**Supply network**

Scale bar: 20 um. Pins as bars on the die edge. Tap cells in grey.
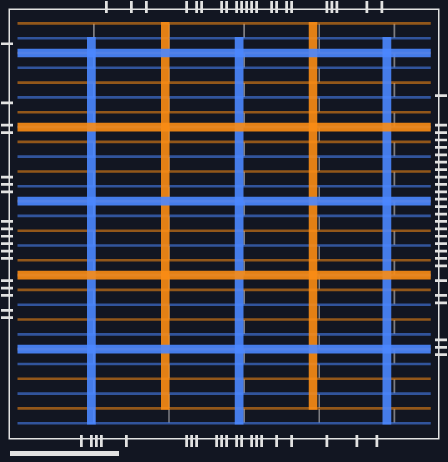
**Cells coloured by class**

Scale bar: 20 um.
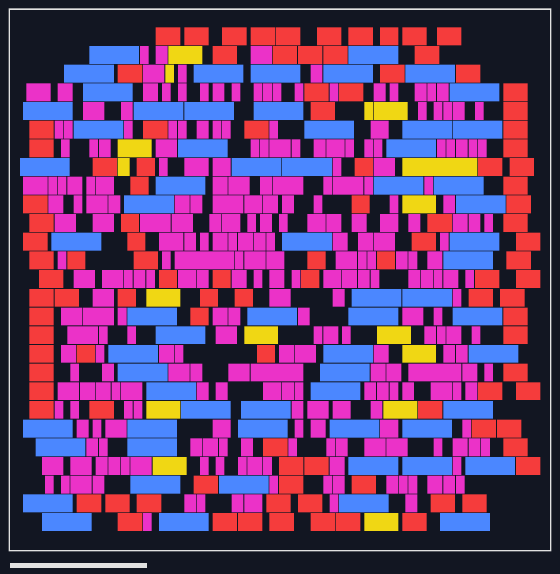
**Clock distribution**

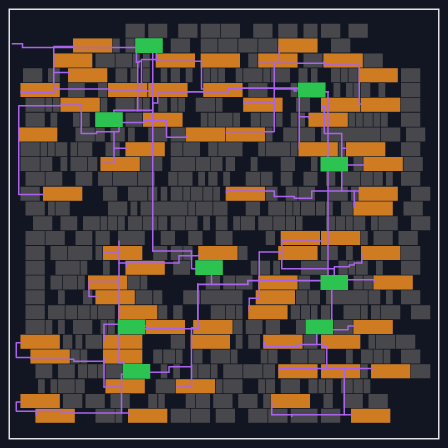
**Signal wires by layer**

Scale bar: 20 um. Only two layers are drawn.
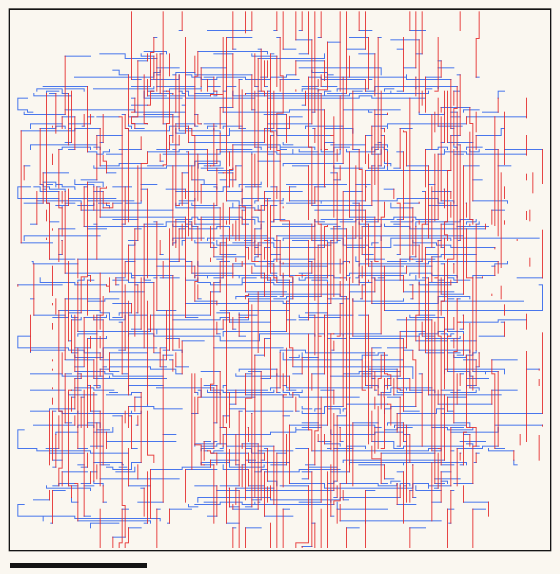
File: config.mk
export PLATFORM = sky130hd
export DESIGN_NAME = drain_counter
export DESIGN_NICKNAME = d
export VERILOG_FILES = /design/src/rtl/drain_counter.sv
export SDC_FILE = /design/constraint.sdc
export NUM_CORES = 1
export LEC_CHECK = 0
export CAP_MARGIN = 5
export CORE_UTILIZATION = 51
export DETAILED_ROUTE_END_ITERATION = 7
export PLACE_DENSITY_LB_ADDON = 0.12
export SYNTH_ARGS = -nofsm -noshare
export SYNTH_HDL_FRONTEND = slang
export SYNTH_SLANG_ARGS = --single-unit
File: constraint.sdc
create_clock -name clk -period 2.4 [get_ports clk]
set_input_delay 0.48 -clock clk [delete_from_list [all_inputs] [get_ports clk]]
set_output_delay 0.48 -clock clk [all_outputs]
set_load 0.01 [all_outputs]
File: src/rtl/drain_counter.sv
// Bounded down-counter: drains x from the bound n to 0, one unit per accepted step,
// optionally capturing the pre-decrement index, then re-arms through a valid/ready load.
module drain_counter #(
    parameter int WIDTH  = 16,
    parameter int INIT_N = 500
) (
    input  logic             clk,
    input  logic             rst,
    input  logic             step,
    input  logic             selector,
    input  logic             load_valid,
    input  logic [WIDTH-1:0] load_n,
    output logic             load_ready,
    output logic [WIDTH-1:0] x,
    output logic [WIDTH-1:0] m,
    output logic [WIDTH-1:0] n,
    output logic [WIDTH-1:0] cap_cnt,
    output logic             busy,
    output logic             done
);

    typedef enum logic {
        ST_DRAIN = 1'b0,
        ST_DONE  = 1'b1
    } state_t;

    localparam logic [WIDTH-1:0] INIT_V = WIDTH'(INIT_N);
    localparam state_t INIT_STATE = (INIT_V != '0) ? ST_DRAIN : ST_DONE;
    localparam logic [WIDTH-1:0] ONE_V = WIDTH'(1);

    state_t state_reg, state_next;
    logic [WIDTH-1:0] x_reg, x_next;
    logic [WIDTH-1:0] m_reg, m_next;
    logic [WIDTH-1:0] n_reg, n_next;
    logic [WIDTH-1:0] cap_reg, cap_next;
    logic dec, cap, load;

    // Steps only count in DRAIN and loads only in DONE, so the two never collide.
    always_comb begin
        dec  = (state_reg == ST_DRAIN) && step;
        cap  = dec && selector;
        load = (state_reg == ST_DONE) && load_valid;
    end

    always_ff @(posedge clk) begin
        if (rst) begin
            state_reg <= INIT_STATE;
        end else begin
            state_reg <= state_next;
        end
    end

    always_comb begin
        state_next = state_reg;
        if (dec && (x_reg == ONE_V)) begin
            state_next = ST_DONE;
        end
        if (load && (load_n != '0)) begin
            state_next = ST_DRAIN;
        end
    end

    always_comb begin
        busy       = (state_reg == ST_DRAIN);
        done       = (state_reg == ST_DONE);
        load_ready = (state_reg == ST_DONE);
    end

    always_comb begin
        x_next   = x_reg;
        m_next   = m_reg;
        n_next   = n_reg;
        cap_next = cap_reg;
        if (dec) begin
            x_next = x_reg - ONE_V;
        end
        if (cap) begin
            m_next   = x_reg;
            cap_next = cap_reg + ONE_V;
        end
        if (load) begin
            n_next   = load_n;
            x_next   = load_n;
            m_next   = load_n;
            cap_next = '0;
        end
    end

    always_ff @(posedge clk) begin
        if (rst) begin
            x_reg   <= INIT_V;
            m_reg   <= INIT_V;
            n_reg   <= INIT_V;
            cap_reg <= '0;
        end else begin
            x_reg   <= x_next;
            m_reg   <= m_next;
            n_reg   <= n_next;
            cap_reg <= cap_next;
        end
    end

    assign x       = x_reg;
    assign m       = m_reg;
    assign n       = n_reg;
    assign cap_cnt = cap_reg;

    // Safety invariants on the registered state; the capture rule means m==0 implies no capture.
    always_ff @(posedge clk) begin
        if (!rst) begin
            a_x_le_n: assert (x_reg <= n_reg);
            a_m_le_n: assert (m_reg <= n_reg);
            a_x_le_m: assert (x_reg <= m_reg);
            a_cap_le: assert (cap_reg <= (n_reg - x_reg));
            a_cap_nz: assert (!((x_reg == '0) && (n_reg != '0) && (m_reg == '0) && (cap_reg != '0)));
            a_done:   assert ((state_reg == ST_DONE) == (x_reg == '0));
        end
    end

endmodule
==> notes.md <==
Physical design

The commonest register cell is dfxtp_1. The layout has 106 buffers outside the clock class. For this run, the total global-route usage over all layers was measured as 28.00%. met2 is the most crowded layer. When the netlist entered floorplanning its net count stood at 387. The final design utilization stands at 75.08%. The overall power after layout stands at 2.314 mW.

By instance count after routing, the leading logic cell type is clkdlybuf4s50_1. The biggest slice of the area belongs to logic gates. For the worst reg-to-reg path, the startpoint reported by OpenROAD is x[7]$_SDFFE_PP1P_. The worst setup path is of the flop to primary output kind. The number of H-tree branching levels stands at 3. The critical path contains buffers and inverters numbering 2 combined. The final HPWL from detailed placement stands at 5884 um. The number of input and output port buffers inserted stands at 87. The worst hold path stage count stands at 2. In the power breakdown, the biggest contributor is registers.

The reg-to-reg setup timing slack stands at 0.54 ns. The script extracted a net switching power of 544.3 uW. Per the run summary, max-cap violations total 0. Counting every instance in the synthesized netlist gives 363. The clock reaches the later pin of the worst-skew pair after 0.34 ns.

The OpenROAD warning count stands at 27. The internal power component stands at 1.769 mW. From bottom edge to top edge, the die measures 78.62 um. The clock skew after layout stands at 0.006696 ns.

Looking at the critical path, the single cell with the biggest stage delay is dfxtp_1. The total number of nets in the final design stands at 482. The highest fanout seen on the critical path stands at 15.

Ranked by instance count, the synthesized netlist is headed by dfxtp_1, nand2_1, nor2_1, a21oi_1, o21ai_0. Timing analysis after detailed placement gives a worst setup slack of 0.1913 ns. The fraction of power consumed by the clock network stands at 41.9%.

The share of synthesized cell area in and, or, nand and nor gates stands at 28.37%. The inverter count stands at 7. The footprint of the flip-flops and latches stands at 1301 um^2. Registers are responsible for 48.5% of the overall power.

The post-CTS setup buffer count stands at 0. Per the detail_route log, met2 wirelength is 4048 um. The number of iterations in the first detailed-routing pass stands at 4. Looking at the power breakdown, combinational cells take 9.6% of the total. Counting the fill cells in the layout gives 438.

The worst setup path is launched from a flop. The met2 track utilization from global routing stands at 46.26%. The total met3 wirelength after detailed routing stands at 560 um. The worst register-to-register path has a depth of 4. TritonCTS built the clock tree. The layout-stage area growth over the synthesis result stands at 39.78%. The final timing report lists a hold violation count of 0. In this run the full chip footprint comes out at 6181 um^2. In this run the worst setup path terminates at busy. The number of clock buffers added by TritonCTS is 9. The met1 usage stands at 34.52%. The number of antenna violations at the first check in global routing stands at 0. The count of hold buffers inserted by post-cts repair stands at 0. For this run, combinational gates with multiple inputs come to 269. Using the TritonRoute via totals, the vias-per-cell ratio works out to 5.587. The delay contributed by the slowest stage of the critical path stands at 0.64 ns. Per the synthesis report, the adder-cell share of the synthesized area is 1.254%. After synthesis, the largest family of logic cells by area is simple AND/OR/NAND/NOR gates. The clock network power stands at 969 uW.

The count of cells in the finished layout, fillers not included, comes to 535. The core utilization before placement stands at 53.71%. The total standard cell area after synthesis stands at 2994 um^2. Data on the critical path is required at its endpoint by 1.92 ns.

According to the Yosys statistics, the synthesized design has a chip area of 2994 um^2. met3 track demand over resource after global routing is 7.326%. The floorplan report gives the top-level pin count as 88. The critical path goes through inv_1 > clkdlybuf4s50_1. The final critical delay including setup and external delays stands at 2.111 ns.

The remaining routing DRC violations stands at 0. For this run, the number of Yosys warnings is 0. The final timing summary puts the cycle share of the worst path at 87.95%. Per report_power, the Combinational row totals 223 uW. The logic share of the area stands at 36.95%. The flow inserted 72 tap cells.

In this run the clock root is driven by a clkbuf_8. Entering global routing, the biggest net connects 33 pins. Nets still carrying antenna violations after routing amount to 0. According to the timing report, the critical path is launched from done$_SDFFE_PP0P_. The synthesized netlist was found by Yosys to have 363 cells. The number of vias in the routed layout stands at 2989. The run finished with clean final reports. The worst hold margin stands at 0.4565 ns. The post-route met1 wirelength stands at 3598 um.

The endpoint of the worst hold path is reported as n[3]$_SDFFE_PP0P_. Counting flops with an async set or reset pin after synthesis yields a share of 0%. The post-synthesis compound-gate area fraction stands at 16.17%. Per the slew report, the remaining headroom to the max-slew limit stands at 59.76%. Clock cells make up 4.963% of the layout cell area. The fraction of power spent switching nets stands at 23.52%. Per STA, the worst path accumulates the most delay in the family buffers and inverters. STA lists the startpoint of the worst hold path as n[3]$_SDFFE_PP0P_. The cell type that accounts for the most area after synthesis is dfxtp_1. The total clock sinks stands at 65. For the final routed database, the setup TNS stands at 0 ns. The worst setup path is captured at a primary output. After floorplanning, the core was sized to cover 5574 um^2. The sequential share of cell area stands at 31.09%.
Notes on 'supply network' above:
Key: orange = VDD; blue = VSS
88 signal pins sit on the boundary. 28 met1 rails follow the rows. 5 straps on met4.

Notes on 'cells coloured by class' above:
Key: blue = sequential cells [cells 65, share of their area 32%]; magenta = combinational and other logic [cells 276, share of their area 38%]; red = remaining buffers and delay cells [cells 106, share of their area 25%]; yellow = clock drivers and dummy loads [cells 16, share of their area 5.1%]

Notes on 'clock distribution' above:
Key: purple = clock wires [length 800 um]; green = clock drivers [count 9]; orange = flip-flops [count 65]
Position of the flops: all over the die.

Notes on 'signal wires by layer' above:
Key: blue = metal 1 [wire length 3600 um]; red = metal 2 [wire length 4050 um]

Power is estimated from default activity; no workload was simulated.
